$ cat config.mk
export PLATFORM = sky130hd
export DESIGN_NAME = gmii_rx_mac_flat
export DESIGN_NICKNAME = d
export VERILOG_FILES = /design/src/rtl/gmii_rx_mac_pkg.sv /design/src/rtl/gmii_rx_mac_if.sv /design/src/rtl/gmii_rx_mac_crc32_d8.sv /design/src/rtl/gmii_rx_mac.sv /design/src/flat_wrapper.sv
export SDC_FILE = /design/constraint.sdc
export NUM_CORES = 1
export LEC_CHECK = 0
export CAP_MARGIN = 40
export CORE_MARGIN = 3
export CORE_UTILIZATION = 40
export DETAILED_ROUTE_END_ITERATION = 10
export GPL_TIMING_DRIVEN = 0
export MAX_ROUTING_LAYER = met4
export SLEW_MARGIN = 10
export SYNTH_ARGS = -nofsm -noshare
export SYNTH_HDL_FRONTEND = slang
export SYNTH_SLANG_ARGS = --single-unit
$ cat constraint.sdc
create_clock -name clk_125mhz -period 2.47 [get_ports clk_125mhz]
set_input_delay 0.247 -clock clk_125mhz [delete_from_list [all_inputs] [get_ports clk_125mhz]]
set_output_delay 0.247 -clock clk_125mhz [all_outputs]
set_load 0.05 [all_outputs]
$ cat src/rtl/gmii_rx_mac_pkg.sv
`default_nettype none
// ==[ gmii_rx_mac_pkg | shared Ethernet Rx constants, FSM states, helpers | rev 1.0 ]==
package gmii_rx_mac_pkg;

  localparam logic [7:0]  ENET_PREAMBLE    = 8'h55;
  localparam logic [7:0]  ENET_SFD         = 8'hD5;
  localparam logic [31:0] ENET_CRC_POLY    = 32'h04C11DB7;
  localparam logic [31:0] ENET_CRC_INIT    = 32'hFFFF_FFFF;
  localparam logic [31:0] ENET_CRC_RESIDUE = 32'hC704DD7B;

  localparam int DLY_DEPTH = 5;   // 4 FCS bytes + 1 so the last payload byte is still held at !dv
  localparam int LEN_W     = 12;  // wide enough to saturate well above any MAX_FRAME

  typedef enum logic [1:0] {
    ST_IDLE = 2'd0,
    ST_PRE  = 2'd1,
    ST_DATA = 2'd2,
    ST_DROP = 2'd3
  } rx_state_e;

  function automatic logic [31:0] bitrev32(input logic [31:0] v);
    logic [31:0] r;
    for (int i = 0; i < 32; i++) r[i] = v[31-i];
    return r;
  endfunction

  // CRC engine shifts LSB-first, so it works on the bit-reversed polynomial.
  localparam logic [31:0] ENET_CRC_POLY_REFL = bitrev32(ENET_CRC_POLY);

endpackage
`default_nettype wire

$ cat src/rtl/gmii_rx_mac_if.sv
`default_nettype none
// ==[ gmii_rx_mac_if | GMII Rx input bus and framed payload output bus | rev 1.0 ]==
interface gmii_rx_mac_if;
  logic [7:0]  gmii_rxd;
  logic        gmii_rx_dv;
  logic        gmii_rx_err;
  logic [7:0]  rx_data;
  logic        rx_valid;
  logic        rx_sof;
  logic        rx_eof;
  logic        rx_frame_err;
  logic [10:0] rx_len;

  modport master (
    output gmii_rxd, gmii_rx_dv, gmii_rx_err,
    input  rx_data, rx_valid, rx_sof, rx_eof, rx_frame_err, rx_len
  );

  modport slave (
    input  gmii_rxd, gmii_rx_dv, gmii_rx_err,
    output rx_data, rx_valid, rx_sof, rx_eof, rx_frame_err, rx_len
  );
endinterface
`default_nettype wire

$ cat src/rtl/gmii_rx_mac_crc32_d8.sv
`default_nettype none
// ==[ crc32_d8 | combinational byte-wide IEEE 802.3 CRC-32 step, LSB first | rev 1.0 ]==
module crc32_d8
  import gmii_rx_mac_pkg::*;
(
  input  logic [31:0] crc_i,
  input  logic [7:0]  data_i,
  output logic [31:0] crc_o
);

  logic [31:0] c;

  always_comb begin
    c = crc_i ^ {24'd0, data_i};
    for (int i = 0; i < 8; i++) begin
      c = c[0] ? ((c >> 1) ^ ENET_CRC_POLY_REFL) : (c >> 1);
    end
    crc_o = c;
  end

endmodule
`default_nettype wire

$ cat src/rtl/gmii_rx_mac.sv
`default_nettype none
// ==[ gmii_rx_mac | GMII Rx framer: preamble strip, FCS check/strip, frame counters | rev 1.0 ]==
module gmii_rx_mac
  import gmii_rx_mac_pkg::*;
#(
  parameter int MIN_FRAME = 64,
  parameter int MAX_FRAME = 1522,
  parameter int CNT_W     = 16
) (
  input  logic             clk_125mhz,
  input  logic             rst_n,
  input  logic             rx_enable_i,
  gmii_rx_mac_if.slave     bus,
  output logic [CNT_W-1:0] frames_good_o,
  output logic [CNT_W-1:0] frames_bad_o
);

  logic [7:0]       s0_rxd_q;
  logic             s0_dv_q;
  logic             s0_err_q;
  rx_state_e        state_q;
  logic [7:0]       line_q [DLY_DEPTH];
  logic [2:0]       fill_q;
  logic             first_q;
  logic [31:0]      crc_q;
  logic [31:0]      crc_d;
  logic [LEN_W-1:0] len_q;
  logic             err_q;
  logic             bad_d;
  logic [7:0]       rx_data_q;
  logic             rx_valid_q;
  logic             rx_sof_q;
  logic             rx_eof_q;
  logic             rx_frame_err_q;
  logic [10:0]      rx_len_q;
  logic [CNT_W-1:0] good_q;
  logic [CNT_W-1:0] bad_q;
  logic             full_w;

  crc32_d8 u_crc (
    .crc_i  (crc_q),
    .data_i (s0_rxd_q),
    .crc_o  (crc_d)
  );

  assign full_w = (fill_q == 3'(DLY_DEPTH));

  // Verdict for the frame ending this cycle; an err on the closing cycle still counts.
  assign bad_d = err_q | s0_err_q | !full_w
               | (bitrev32(crc_q) != ENET_CRC_RESIDUE)
               | (len_q < LEN_W'(MIN_FRAME))
               | (len_q > LEN_W'(MAX_FRAME));

  always_ff @(posedge clk_125mhz or negedge rst_n) begin
    if (!rst_n) begin
      s0_rxd_q       <= '0;
      s0_dv_q        <= 1'b0;
      s0_err_q       <= 1'b0;
      state_q        <= ST_IDLE;
      for (int i = 0; i < DLY_DEPTH; i++) line_q[i] <= '0;
      fill_q         <= '0;
      first_q        <= 1'b0;
      crc_q          <= ENET_CRC_INIT;
      len_q          <= '0;
      err_q          <= 1'b0;
      rx_data_q      <= '0;
      rx_valid_q     <= 1'b0;
      rx_sof_q       <= 1'b0;
      rx_eof_q       <= 1'b0;
      rx_frame_err_q <= 1'b0;
      rx_len_q       <= '0;
      good_q         <= '0;
      bad_q          <= '0;
    end else begin
      s0_rxd_q       <= bus.gmii_rxd;
      s0_dv_q        <= bus.gmii_rx_dv;
      s0_err_q       <= bus.gmii_rx_err;
      rx_valid_q     <= 1'b0;
      rx_sof_q       <= 1'b0;
      rx_eof_q       <= 1'b0;
      rx_frame_err_q <= 1'b0;
      rx_len_q       <= '0;

      case (state_q)
        ST_IDLE, ST_PRE: begin
          if (!s0_dv_q) begin
            state_q <= ST_IDLE;
          end else if (s0_rxd_q == ENET_PREAMBLE) begin
            state_q <= ST_PRE;
          end else if (s0_rxd_q == ENET_SFD) begin
            if (rx_enable_i) begin
              state_q <= ST_DATA;
              crc_q   <= ENET_CRC_INIT;
              len_q   <= '0;
              fill_q  <= '0;
              err_q   <= 1'b0;
              first_q <= 1'b1;
            end else begin
              state_q <= ST_DROP;
            end
          end else begin
            state_q <= ST_DROP;
            if (!(&bad_q)) bad_q <= bad_q + CNT_W'(1);
          end
        end

        ST_DATA: begin
          if (s0_dv_q) begin
            for (int i = DLY_DEPTH - 1; i > 0; i--) line_q[i] <= line_q[i-1];
            line_q[0] <= s0_rxd_q;
            crc_q     <= crc_d;
            err_q     <= err_q | s0_err_q;
            if (!full_w)  fill_q <= fill_q + 3'd1;
            if (!(&len_q)) len_q <= len_q + LEN_W'(1);
            if (full_w) begin
              rx_data_q  <= line_q[DLY_DEPTH-1];
              rx_valid_q <= 1'b1;
              rx_sof_q   <= first_q;
              first_q    <= 1'b0;
            end
          end else begin
            state_q <= ST_IDLE;
            fill_q  <= '0;
            // Oldest held byte is the last payload byte; the other four are FCS.
            if (full_w) begin
              rx_data_q      <= line_q[DLY_DEPTH-1];
              rx_valid_q     <= 1'b1;
              rx_sof_q       <= first_q;
              rx_eof_q       <= 1'b1;
              rx_frame_err_q <= bad_d;
              rx_len_q       <= (len_q > LEN_W'(2051)) ? 11'h7FF : 11'(len_q - LEN_W'(4));
            end
            first_q <= 1'b0;
            if (bad_d) begin
              if (!(&bad_q)) bad_q <= bad_q + CNT_W'(1);
            end else begin
              if (!(&good_q)) good_q <= good_q + CNT_W'(1);
            end
          end
        end

        ST_DROP: begin
          if (!s0_dv_q) state_q <= ST_IDLE;
        end

        default: state_q <= ST_IDLE;
      endcase
    end
  end

  assign bus.rx_data      = rx_data_q;
  assign bus.rx_valid     = rx_valid_q;
  assign bus.rx_sof       = rx_sof_q;
  assign bus.rx_eof       = rx_eof_q;
  assign bus.rx_frame_err = rx_frame_err_q;
  assign bus.rx_len       = rx_len_q;
  assign frames_good_o    = good_q;
  assign frames_bad_o     = bad_q;

endmodule
`default_nettype wire

$ cat src/flat_wrapper.sv
// flat-port wrapper written by rule: the top's interface ports become plain ports
module gmii_rx_mac_flat import gmii_rx_mac_pkg::*;
#(
  parameter int MIN_FRAME = 64,
  parameter int MAX_FRAME = 1522,
  parameter int CNT_W     = 16
)
  (clk_125mhz, rst_n, rx_enable_i, frames_good_o, frames_bad_o, bus_gmii_rxd, bus_gmii_rx_dv, bus_gmii_rx_err, bus_rx_data, bus_rx_valid, bus_rx_sof, bus_rx_eof, bus_rx_frame_err, bus_rx_len);
  gmii_rx_mac_if bus_i ();
  input  logic clk_125mhz;
  input  logic rst_n;
  input  logic rx_enable_i;
  output logic [CNT_W-1:0] frames_good_o;
  output logic [CNT_W-1:0] frames_bad_o;
  input wire logic [$bits(bus_i.gmii_rxd)-1:0] bus_gmii_rxd;
  input wire logic [$bits(bus_i.gmii_rx_dv)-1:0] bus_gmii_rx_dv;
  input wire logic [$bits(bus_i.gmii_rx_err)-1:0] bus_gmii_rx_err;
  output wire logic [$bits(bus_i.rx_data)-1:0] bus_rx_data;
  output wire logic [$bits(bus_i.rx_valid)-1:0] bus_rx_valid;
  output wire logic [$bits(bus_i.rx_sof)-1:0] bus_rx_sof;
  output wire logic [$bits(bus_i.rx_eof)-1:0] bus_rx_eof;
  output wire logic [$bits(bus_i.rx_frame_err)-1:0] bus_rx_frame_err;
  output wire logic [$bits(bus_i.rx_len)-1:0] bus_rx_len;
  assign bus_i.gmii_rxd = bus_gmii_rxd;
  assign bus_i.gmii_rx_dv = bus_gmii_rx_dv;
  assign bus_i.gmii_rx_err = bus_gmii_rx_err;
  assign bus_rx_data = bus_i.rx_data;
  assign bus_rx_valid = bus_i.rx_valid;
  assign bus_rx_sof = bus_i.rx_sof;
  assign bus_rx_eof = bus_i.rx_eof;
  assign bus_rx_frame_err = bus_i.rx_frame_err;
  assign bus_rx_len = bus_i.rx_len;
  gmii_rx_mac #(.MIN_FRAME(MIN_FRAME), .MAX_FRAME(MAX_FRAME), .CNT_W(CNT_W)) u_core (.clk_125mhz(clk_125mhz), .rst_n(rst_n), .rx_enable_i(rx_enable_i), .bus(bus_i), .frames_good_o(frames_good_o), .frames_bad_o(frames_bad_o));
endmodule
Figure 1. Placement by cell class.
Drawn at 3 px/um. Fill, decap, tap and diode cells in gray.
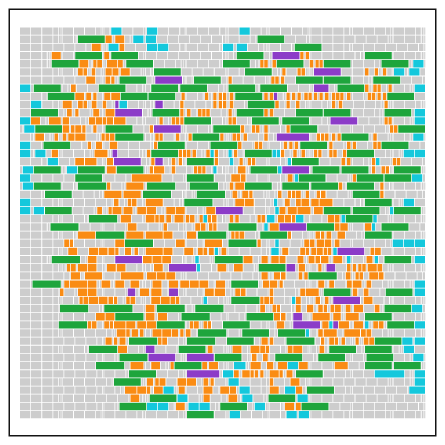
color	class	cells	share of their area
cyan	remaining buffers and delay cells	104	9.9%
purple	clock drivers and dummy loads	32	6.7%
green	sequential cells	156	45%
orange	remaining logic cells	558	38%

Figure 2. Clock network drawn from the DEF.
Drawn at 4 px/um.
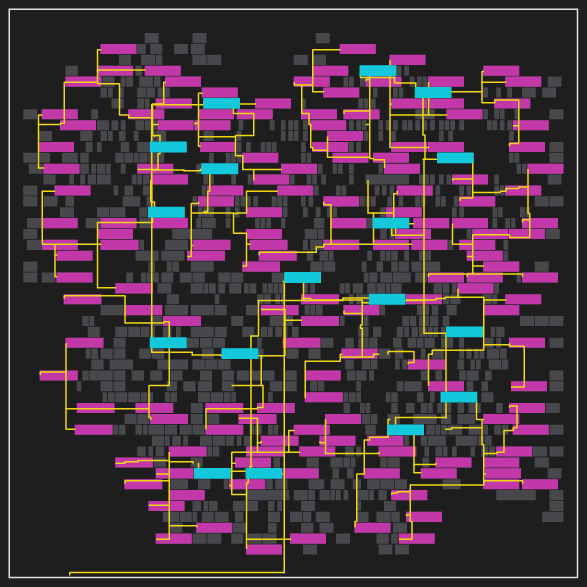
[cyan] clock-net drivers | count: 17
[yellow] clock wires | length: 2020 um
[magenta] flip-flops | count: 156
flops lie	spread over the die
routed clock nets	18

Figure 3. Cell density map.
Drawn at 2 px/um. The die is cut into 14 by 14 equal tiles; black is low, pale yellow is high, 0 to 100% covered.
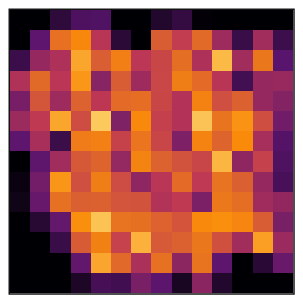
emptiest ninth of the die	bottom left
tiles over 75% full	7.7%
mean over tiles	43%

==> results.yml <==
# yosys + openroad results
run_status:
  status: "finished, final reports clean"
drt:
  drt-initial-drc-count: 314
  antenna_left: 0
die:
  num_rows: 48
  core_region_area_um2: 17660
  fp.dieW_um: 141.7
  fp_util_pct: 41.70
  fp.dieArea_um2: 20070
critical_path:
  crit_slowest_cell: "dfstp_2"
  endpoint_kind: "flop"
  critical_path_class: "reg2reg"
  cpPeakStageDelay_ns: 0.56
  cpLargestDelayFamily: "simple AND/OR/NAND/NOR gates"
  cp_max_fo: 10
  cp.arrival_ns: 2.66
  worstPathCellList: "or4b_1 -> nor4_4 -> and3_1 -> o311a_1 -> buf_6 -> mux2_2"
timing:
  max_freq_mhz: 426.8
  period_needed_ns: 2.343
  setup_viol: 0
  drv_slew: 0
  fin_crit_sh_pct: 94.87
  rsz0062_at_grt: "false"
synth:
  yosysWarnings: 0
  ys_chip_area_um2: 7363
  edf_count: 0
  adder_share_pct: 1.529
  netlist-cell-type-count: 54
  postSynthCellCount: 746
  synthArstFlopShare_pct: 100.0
  ys_cells: 746
  netlist_area_um2: 7363
  synthAoiAreaFrac_pct: 7.392
  synth_nets: 768
  xor_area_share_pct: 13.87
clocking:
  clock_path_buffers: 2
  clkTransAtPathRegs_ns: 0.06
  cts_buffers: 17
  cts_tree: "yes"
finish:
  buf_share_pct: 9.636
  comb-cell-share_pct: 36.36
  final_cell_mix: "187 x nand2_1, 122 x dfrtp_1, 66 x clkdlybuf4s50_1"
  fill_cells: 1636
  lay_top_count: "nand2_1"
  design_area_um2: 8999
hold_path:
  min_path_type: "in2reg"
global_route:
  track_usage_pct: 18.17
  grt_max_degree: 108
  grt_pass1_vias: 5611
  grt.overflow.total: 0
placement:
  gp_congestion: 0.9024
  hpwl_um: 11960
  io_buffers: 67
  dpl_cell_area_um2: 8348
power:
  ir_drop_v: 0.0005958
job:
  tool_warnings: 32
Figure 4. The clock network.
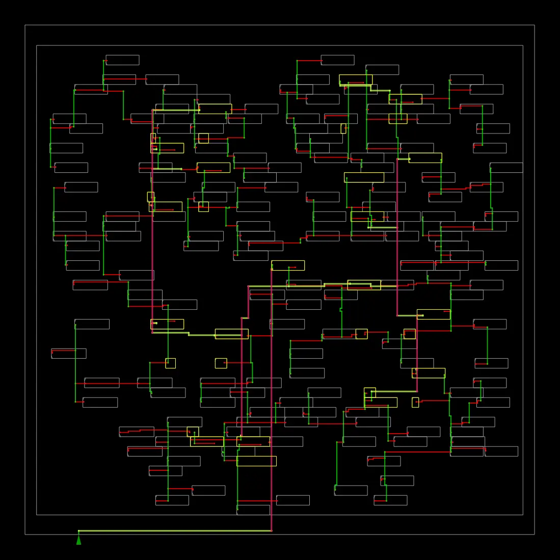
Skew-Pair Late Insertion Delay: 0.43 ns
Clock Skew: 0.008184 ns
clock tree sinks: 156
flip-flops: 156
P_clk: 2.60 mW

Figure 5. Zoomed window.
Region (58, 58) to (83, 83) um. Cells in gray, sequential cells in the stronger gray; small squares are vias.
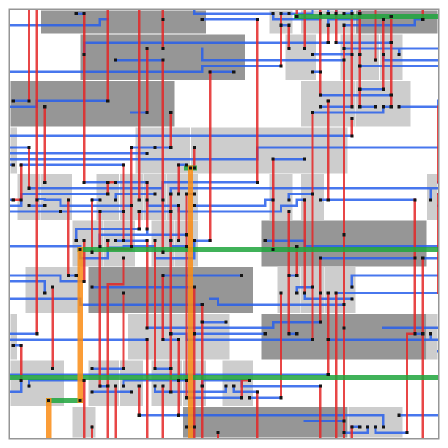
color	layer
red	M2
green	M3
blue	M1
orange	M4
sequential cells in the window	8
netlist names of flops here include	`u_core.crc_q` (7), `u_core.state_q` (1)
cells with their middle in the window	42
most frequent	nand2_1 (8), dfstp_2 (7), o21ai_0 (5)

routing by layer:
metal  GRT usage [%]  vias to the layer above  part of all wire (%)
met5               -                        -                     0
met4           6.768                        0                   2.1
met3           3.168                       31                   3.9
met2           27.53                      119                    46
met1           24.63                     2681                    48
li1                -                     2668                     -
registers in the layout, indices dropped and copies added, names as in the netlist, 2 cells and up:
| signal | flops |
|---|---|
| u_core.bus.rx_data | 8 |
| u_core.bus.rx_len | 11 |
| u_core.crc_q | 32 |
| u_core.fill_q | 3 |
| u_core.frames_bad_o | 16 |
| u_core.frames_good_o | 16 |
| u_core.len_q | 12 |
| u_core.line_q | 40 |
| u_core.s0_rxd_q | 8 |
| u_core.state_q | 2 |
per-stage QoR:
| step | hold slack, ns | cells | util [%] | setup slack [ns] |
|---|---|---|---|---|
| 2_1_floorplan | -0.04859 | 746 | - | 0.2398 |
| 3_3_place_gp | 0.4504 | 1038 | 47.09 | -5.054 |
| 3_5_place_dp | 0.1751 | 1039 | 47.28 | -0.3076 |
| 4_1_cts | 0.2400 | 1076 | 50.83 | 0.05438 |
| 5_1_grt | 0.2406 | 1075 | 50.96 | 0.006310 |
| 6_report | 0.2545 | 1075 | 50.96 | 0.1268 |
worst paths after layout:
path / slack [ns] / from / end / depth (start not counted)
worst max-delay path: 0.13 / u_core.crc_q[31] / u_core.frames_good_o[1] / 6
worst min-delay path: 0.25 / bus_gmii_rxd[7] / u_core.s0_rxd_q[7] / 1
worst min register to register: 0.46 / u_core.line_q[24] / u_core.line_q[16] / 2
min in group asynchronous: 0.30 / rst_n / u_core.bus.rx_len[4] / 2
max in group asynchronous: 1.33 / rst_n / u_core.crc_q[2] / 3
worst max register to register: 0.13 / u_core.crc_q[31] / u_core.frames_good_o[1] / 6
logic make-up (layout without fill, tap and decap cells):
group | after synthesis | after routing
AND-OR/OR-AND | 94 | 94
XOR/XNOR | 105 | 105
adder cells (fa/ha/maj) | 9 | 9
buffers and inverters | 45 | 149
flip-flops | 156 | 156
multiplexers | 4 | 4
AND/OR/NAND/NOR | 333 | 333
synthesized netlist by cell type (2+ instances only):
cell type	n	share of area (%)
nand2_1	187	9.5
dfrtp_1	124	42
xnor2_1	56	6.7
nor2_1	49	2.5
a21oi_1	40	2.7
xor2_1	37	4.4
dfstp_2	32	11
clkbuf_1	30	1.5
o21ai_0	24	1.6
nand3_1	16	1.1
nor3_1	14	0.95
nand4_1	13	1.1
inv_1	12	0.61
and3_1	11	0.93
xnor2_2	10	2.2
a31oi_1	9	0.76
ha_1	9	1.5
and2_1	8	0.68
and4_1	7	0.83
o31ai_1	6	0.61
nor4_1	5	0.42
mux2_2	4	0.61
nand4b_1	4	0.48
nand2b_1	3	0.25
a21o_1	2	0.20
and4b_1	2	0.27
nor2b_1	2	0.17
nor4b_1	2	0.24
o22a_1	2	0.24
or4b_1	2	0.27
repair_timing:
action                                  4_1_cts  5_1_grt
hold endpoints to repair                     49        0
buffers inserted                              4        0
pin swaps                                     3        1
gates resized                                 1        7
endpoints found under the setup margin       17       40
hold buffers                                  1        0
power breakdown:
part	internal, mW	switching (mW)
Clock	1.52	1.07
Sequential	3.24	0.501
Combinational	1.68	2.08
Power and IR drop assume default switching activity.
